[config.mk]
export PLATFORM = sky130hd
export DESIGN_NAME = round_sat_stream
export DESIGN_NICKNAME = d
export VERILOG_FILES = /design/src/rtl/round_sat_stream.sv
export SDC_FILE = /design/constraint.sdc
export NUM_CORES = 1
export LEC_CHECK = 0
export ABC_AREA = 1
export ABC_CLOCK_PERIOD_IN_PS = 3030
export CELL_PAD_IN_SITES_DETAIL_PLACEMENT = 1
export CELL_PAD_IN_SITES_GLOBAL_PLACEMENT = 1
export CORE_MARGIN = 4
export CORE_UTILIZATION = 38
export DETAILED_ROUTE_END_ITERATION = 12
export HOLD_SLACK_MARGIN = 0.03
export PLACE_DENSITY_LB_ADDON = 0.2
export SLEW_MARGIN = 10
export SYNTH_ARGS = -nofsm -noshare
export SYNTH_HDL_FRONTEND = slang
export SYNTH_SLANG_ARGS = --single-unit
[constraint.sdc]
create_clock -name clk -period 3.03 [get_ports clk]
set_clock_uncertainty 0.1 [all_clocks]
set_input_delay 0.606 -clock clk [delete_from_list [all_inputs] [get_ports clk]]
set_output_delay 0.606 -clock clk [all_outputs]
set_load 0.01 [all_outputs]
[src/rtl/round_sat_stream.sv]
// round_sat_stream: multi-channel streaming rounder/saturator with runtime precision and rounding mode
module round_sat_stream #(
  parameter int NCH       = 4,
  parameter int W_IN_MAX  = 19,
  parameter int W_OUT     = 16,
  parameter bit IS_SIGNED = 1'b1,
  parameter int CNT_W     = 16
) (
  input  logic                    clk,
  input  logic                    rst_n,
  input  logic                    s_valid,
  output logic                    s_ready,
  input  logic [NCH*W_IN_MAX-1:0] s_data,
  input  logic [7:0]              s_prec,
  input  logic [1:0]              s_mode,
  output logic                    m_valid,
  input  logic                    m_ready,
  output logic [NCH*W_OUT-1:0]    m_data,
  output logic [NCH-1:0]          m_sat,
  input  logic                    sat_clr,
  output logic                    sat_sticky,
  output logic [CNT_W-1:0]        sat_count
);
  localparam int D = W_IN_MAX - W_OUT;
  localparam logic [7:0] WMAX = 8'(W_IN_MAX);
  if (W_OUT > W_IN_MAX || (IS_SIGNED && W_OUT < 2)) begin : g_bad_param
    $error("round_sat_stream: W_OUT must be <= W_IN_MAX and >= 2 when signed");
  end
  logic [7:0] sh;
  logic s1_v, s2_adv;
  logic [NCH*W_OUT-1:0] t_in, s1_t, r_out;
  logic [NCH-1:0] inc_in, s1_inc, sat_out;
  assign sh = (s_prec == 8'd0 || s_prec > WMAX) ? 8'd0 : WMAX - s_prec;
  assign s2_adv = !m_valid || m_ready;
  assign s_ready = rst_n && (!s1_v || s2_adv);
  for (genvar c = 0; c < NCH; c++) begin : g_ch
    logic [W_IN_MAX-1:0] a;
    assign a = s_data[c*W_IN_MAX +: W_IN_MAX] << sh;
    assign t_in[c*W_OUT +: W_OUT] = a[W_IN_MAX-1:D];
    if (D == 0) begin : g_pass
      assign inc_in[c] = 1'b0;
      assign r_out[c*W_OUT +: W_OUT] = s1_t[c*W_OUT +: W_OUT];
      assign sat_out[c] = 1'b0;
    end else begin : g_rnd
      localparam logic [D-1:0] H = D'(1) << (D-1);
      logic [D-1:0] f;
      logic gt, eq, neg;
      logic [W_OUT-1:0] st;
      logic [W_OUT:0] r;
      assign f = a[D-1:0];
      assign gt = f > H;
      assign eq = f == H;
      assign neg = IS_SIGNED && a[W_IN_MAX-1];
      assign inc_in[c] = s_mode == 2'd0 ? 1'b0 :
                         s_mode == 2'd1 ? (gt || eq) :
                         s_mode == 2'd2 ? (gt || (eq && a[D])) : (gt || (eq && !neg));
      assign st = s1_t[c*W_OUT +: W_OUT];
      assign r = {IS_SIGNED && st[W_OUT-1], st} + {{W_OUT{1'b0}}, s1_inc[c]};
      assign sat_out[c] = IS_SIGNED ? r[W_OUT] != r[W_OUT-1] : r[W_OUT];
      assign r_out[c*W_OUT +: W_OUT] = !sat_out[c] ? r[W_OUT-1:0] :
                                       IS_SIGNED ? {W_OUT{!r[W_OUT]}} ^ (W_OUT'(1) << (W_OUT-1)) : '1;
    end
  end
  // S1: capture the truncated aligned sample and its rounding increment
  always_ff @(posedge clk)
    if (!rst_n) s1_v <= 1'b0;
    else if (!s1_v || s2_adv) begin
      s1_v <= s_valid;
      if (s_valid) begin
        s1_t <= t_in;
        s1_inc <= inc_in;
      end
    end
  // S2: add increment, clamp, and hold the result while downstream stalls
  always_ff @(posedge clk)
    if (!rst_n) begin
      m_valid <= 1'b0;
      m_data <= '0;
      m_sat <= '0;
    end else if (s2_adv) begin
      m_valid <= s1_v;
      if (s1_v) begin
        m_data <= r_out;
        m_sat <= sat_out;
      end
    end
  // record saturated deliveries; a coincident clear wins over the event
  always_ff @(posedge clk)
    if (!rst_n || sat_clr) begin
      sat_sticky <= 1'b0;
      sat_count <= '0;
    end else if (m_valid && m_ready && |m_sat) begin
      sat_sticky <= 1'b1;
      if (!(&sat_count)) sat_count <= sat_count + CNT_W'(1);
    end
endmodule

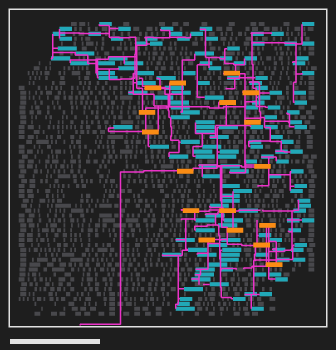
**Above:** clock wires, drivers and flops.
Scale bar: 50 um.
cells driving clock nets: in orange, count 17. flip-flops: in cyan, count 155. clock wires: in magenta, length 2,250 um.
There are 18 routed clock nets.
relative contribution of the clock network to total power: 0.365
Clk Latency, worst-skew pair: 0.44 ns
power in the clock group: 2.13 mW

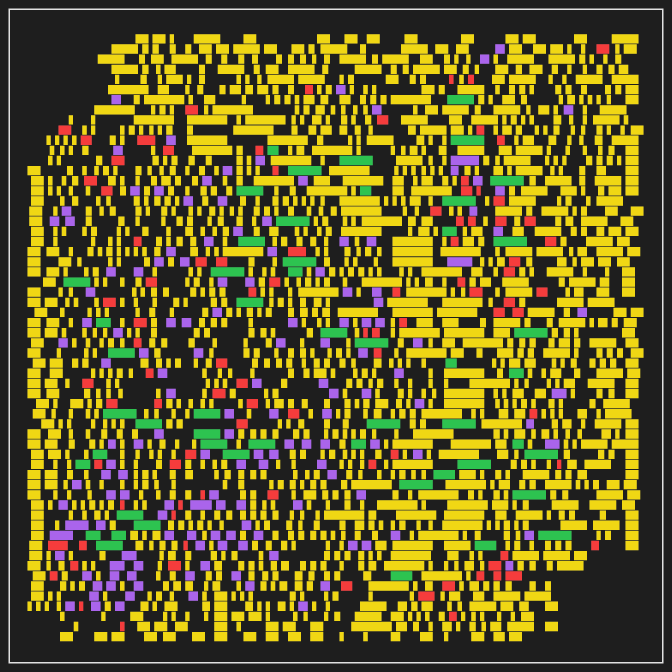
**Above:** sizing map.
drive 1 or less: in yellow, cells 1,566, share 84%. drive 3 to 4: in purple, cells 147, share 7.9%. drive 2: in red, cells 91, share 4.9%. drive 6 and up: in green, cells 51, share 2.7%.
Buffers excl. clock: 332
min setup slack post-route: 0.123 ns
post-route design area: 14,600 sq um

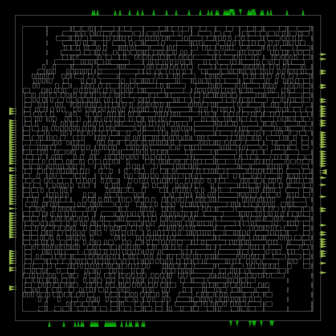
**Above:** cell placement.
post-route non-filler standard cell count: 2,227
filler cell count: 3,541
flop share of the area: 0.259

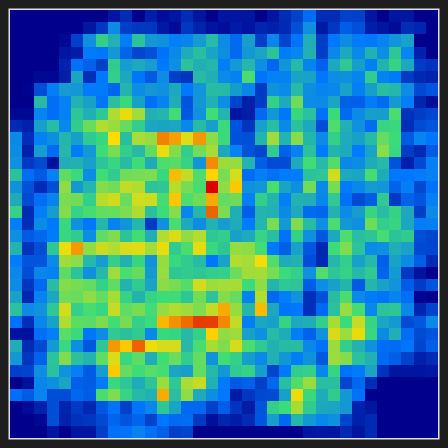
**Above:** signal metal coverage by tile.
The die is cut into 35 by 35 equal tiles; dark blue is low, red is high, scaled to the fullest tile. Values are wire area over tile area, all layers added.
19% of the tiles are over half the peak. 7.7% of the tiles are nearly empty. The fullest tile reaches 0.60. The densest ninth of the die: center. The mean over all tiles is 0.20.
post-DR wirelength/cell: 17.6 um
final wirelength: 39.1 mm

==> timing repair <==
| action | in CTS | in global routing |
|---|---|---|
| setup buffers | 0 | 3 |
| hold buffers | 0 | 0 |
| resized | 1 | 89 |
| endpoints found under the hold margin | 0 | 0 |
| pin swaps | 0 | 8 |
| setup endpoints to repair | 1 | 46 |
| gates cloned | 0 | 3 |
==> stage by stage <==
step,hold WS [ns],std cells
2_1_floorplan,0.391,1582
4_1_cts,0.389,2221
3_3_place_gp,0.373,2189
3_5_place_dp,0.378,2189
6_report,0.386,2227
5_1_grt,0.428,2227
==> synth_stat cells (10+ instances only) <==
library cell | count | area share
nand3_1 | 164 | 0.077
a21oi_1 | 106 | 0.050
edfxtp_1 | 68 | 0.19
inv_1 | 122 | 0.043
nand2_1 | 450 | 0.16
nor2_1 | 99 | 0.035
inv_2 | 11 | 0.0039
ha_1 | 10 | 0.012
xor2_1 | 25 | 0.021
o21ai_0 | 175 | 0.083
buf_1 | 12 | 0.0042
xnor2_1 | 15 | 0.012
buf_2 | 36 | 0.017
o21ai_1 | 21 | 0.0099
clkbuf_1 | 38 | 0.013
o211ai_1 | 17 | 0.012
a21oi_2 | 12 | 0.0099
nand4_1 | 27 | 0.016
dfxtp_1 | 87 | 0.16
==> power by group <==
group          total (mW)  internal [mW]  switching, mW  leakage [nW]
combinational        1.30          0.579          0.723          4.88
sequential           2.42           2.33         0.0869          1.36
clock                2.13           1.10           1.03         0.285
total                5.85           4.01           1.84          6.52
==> kinds of logic after synthesis <==
logic type,after synthesis,share of synthesized area
mux,5,0.00472
simple gates,798,0.330
fa+ha+maj,10,0.0118
flops,155,0.357
buf+inv,226,0.0873
xor+xnor,40,0.0330
compound gates,348,0.176
==> flow_summary.rst <==
Synthesis and place-and-route
=============================

.. list-table::
   :header-rows: 1

   * - Metric
     - Value
   * - Status
     - completed
   * - Global-route usage over all layers
     - 0.249
   * - Combined area of all synthesized cells
     - 10,600 sq um
   * - CTS root buffer
     - clkbuf_16
   * - Timing startpoint of the critical path
     - s_prec[3]
   * - I/O pin total
     - 178
   * - Max-cap violations
     - 0
   * - Pre-CTS setup slack
     - -0.478 ns
   * - Capturing instance or port of the critical path
     - s1_t[26]
   * - Async set-or-reset flop fraction in the synthesized netlist
     - 0
   * - Crit path depth
     - 17
   * - Topmost layer with routed signal wires
     - met4
   * - Reported leakage power
     - 6.52 nW
   * - Startpoint type of the worst setup path
     - primary input
   * - Worst min-delay path endpoint
     - sat_count[5]
   * - Maximum count of clock buffers along a single path
     - 2
   * - Register-to-Register Path Depth
     - 13
   * - Grt met3 use
     - 0.0316
   * - Highest-count logic cell in the final layout
     - nand2_1
   * - Cell-by-cell trace of the critical path
     - clkdlybuf4s50_1 -> inv_1 -> ha_2 -> nand2_1 -> inv_1 -> nand3_1 -> nand2_2 -> nand3_4 -> buf_12 -> nand2_1 -> o21ai_1 -> buf_4 -> nand2_1 -> o21ai_1 -> o21ai_1 -> nor2_1 -> o21a_1
   * - Well tap count
     - 372
   * - Seq share, synth
     - 0.357
   * - Hold Path Class
     - flop to flop
   * - Buffering overhead
     - 0.218
   * - Width of the chip
     - 175 um
   * - Count of nets after finishing
     - 1,943
   * - Transition time at the pin with the least slew margin
     - 0.574 ns
   * - Met2 routed WL
     - 18.2 mm
   * - Share of the core filled by cells before placement
     - 0.390
   * - Detail Route met3 WL
     - 1.67 mm
   * - Tally of buffers added on design ports
     - 177
   * - Startpoint of the most critical register-to-register path
     - s1_t[16]
   * - Post-placement cell area
     - 13,700 sq um
   * - Minimum period implied by the final worst setup slack
     - 2.91 ns
   * - Element type at the critical path end
     - flop
   * - DRC viols
     - 0
   * - Met1 routed wirelength after detailed routing
     - 18.8 mm
   * - Site Rows
     - 60
   * - Top delay family on crit path
     - buffers and inverters
   * - Share of post-route cells with drive strength above 1
     - 0.156
   * - Number of nets in the synthesized netlist
     - 1,683
   * - Crit share post-route
     - 0.959
   * - CTS clk-pin slew, worst paths
     - 0.08 ns
   * - Reg-to-reg critical path endpoint
     - m_data[29]
   * - Pin count of the biggest net entering global routing
     - 69
   * - Count of final max-slew check failures
     - 0
Power is estimated from default activity; no workload was simulated.
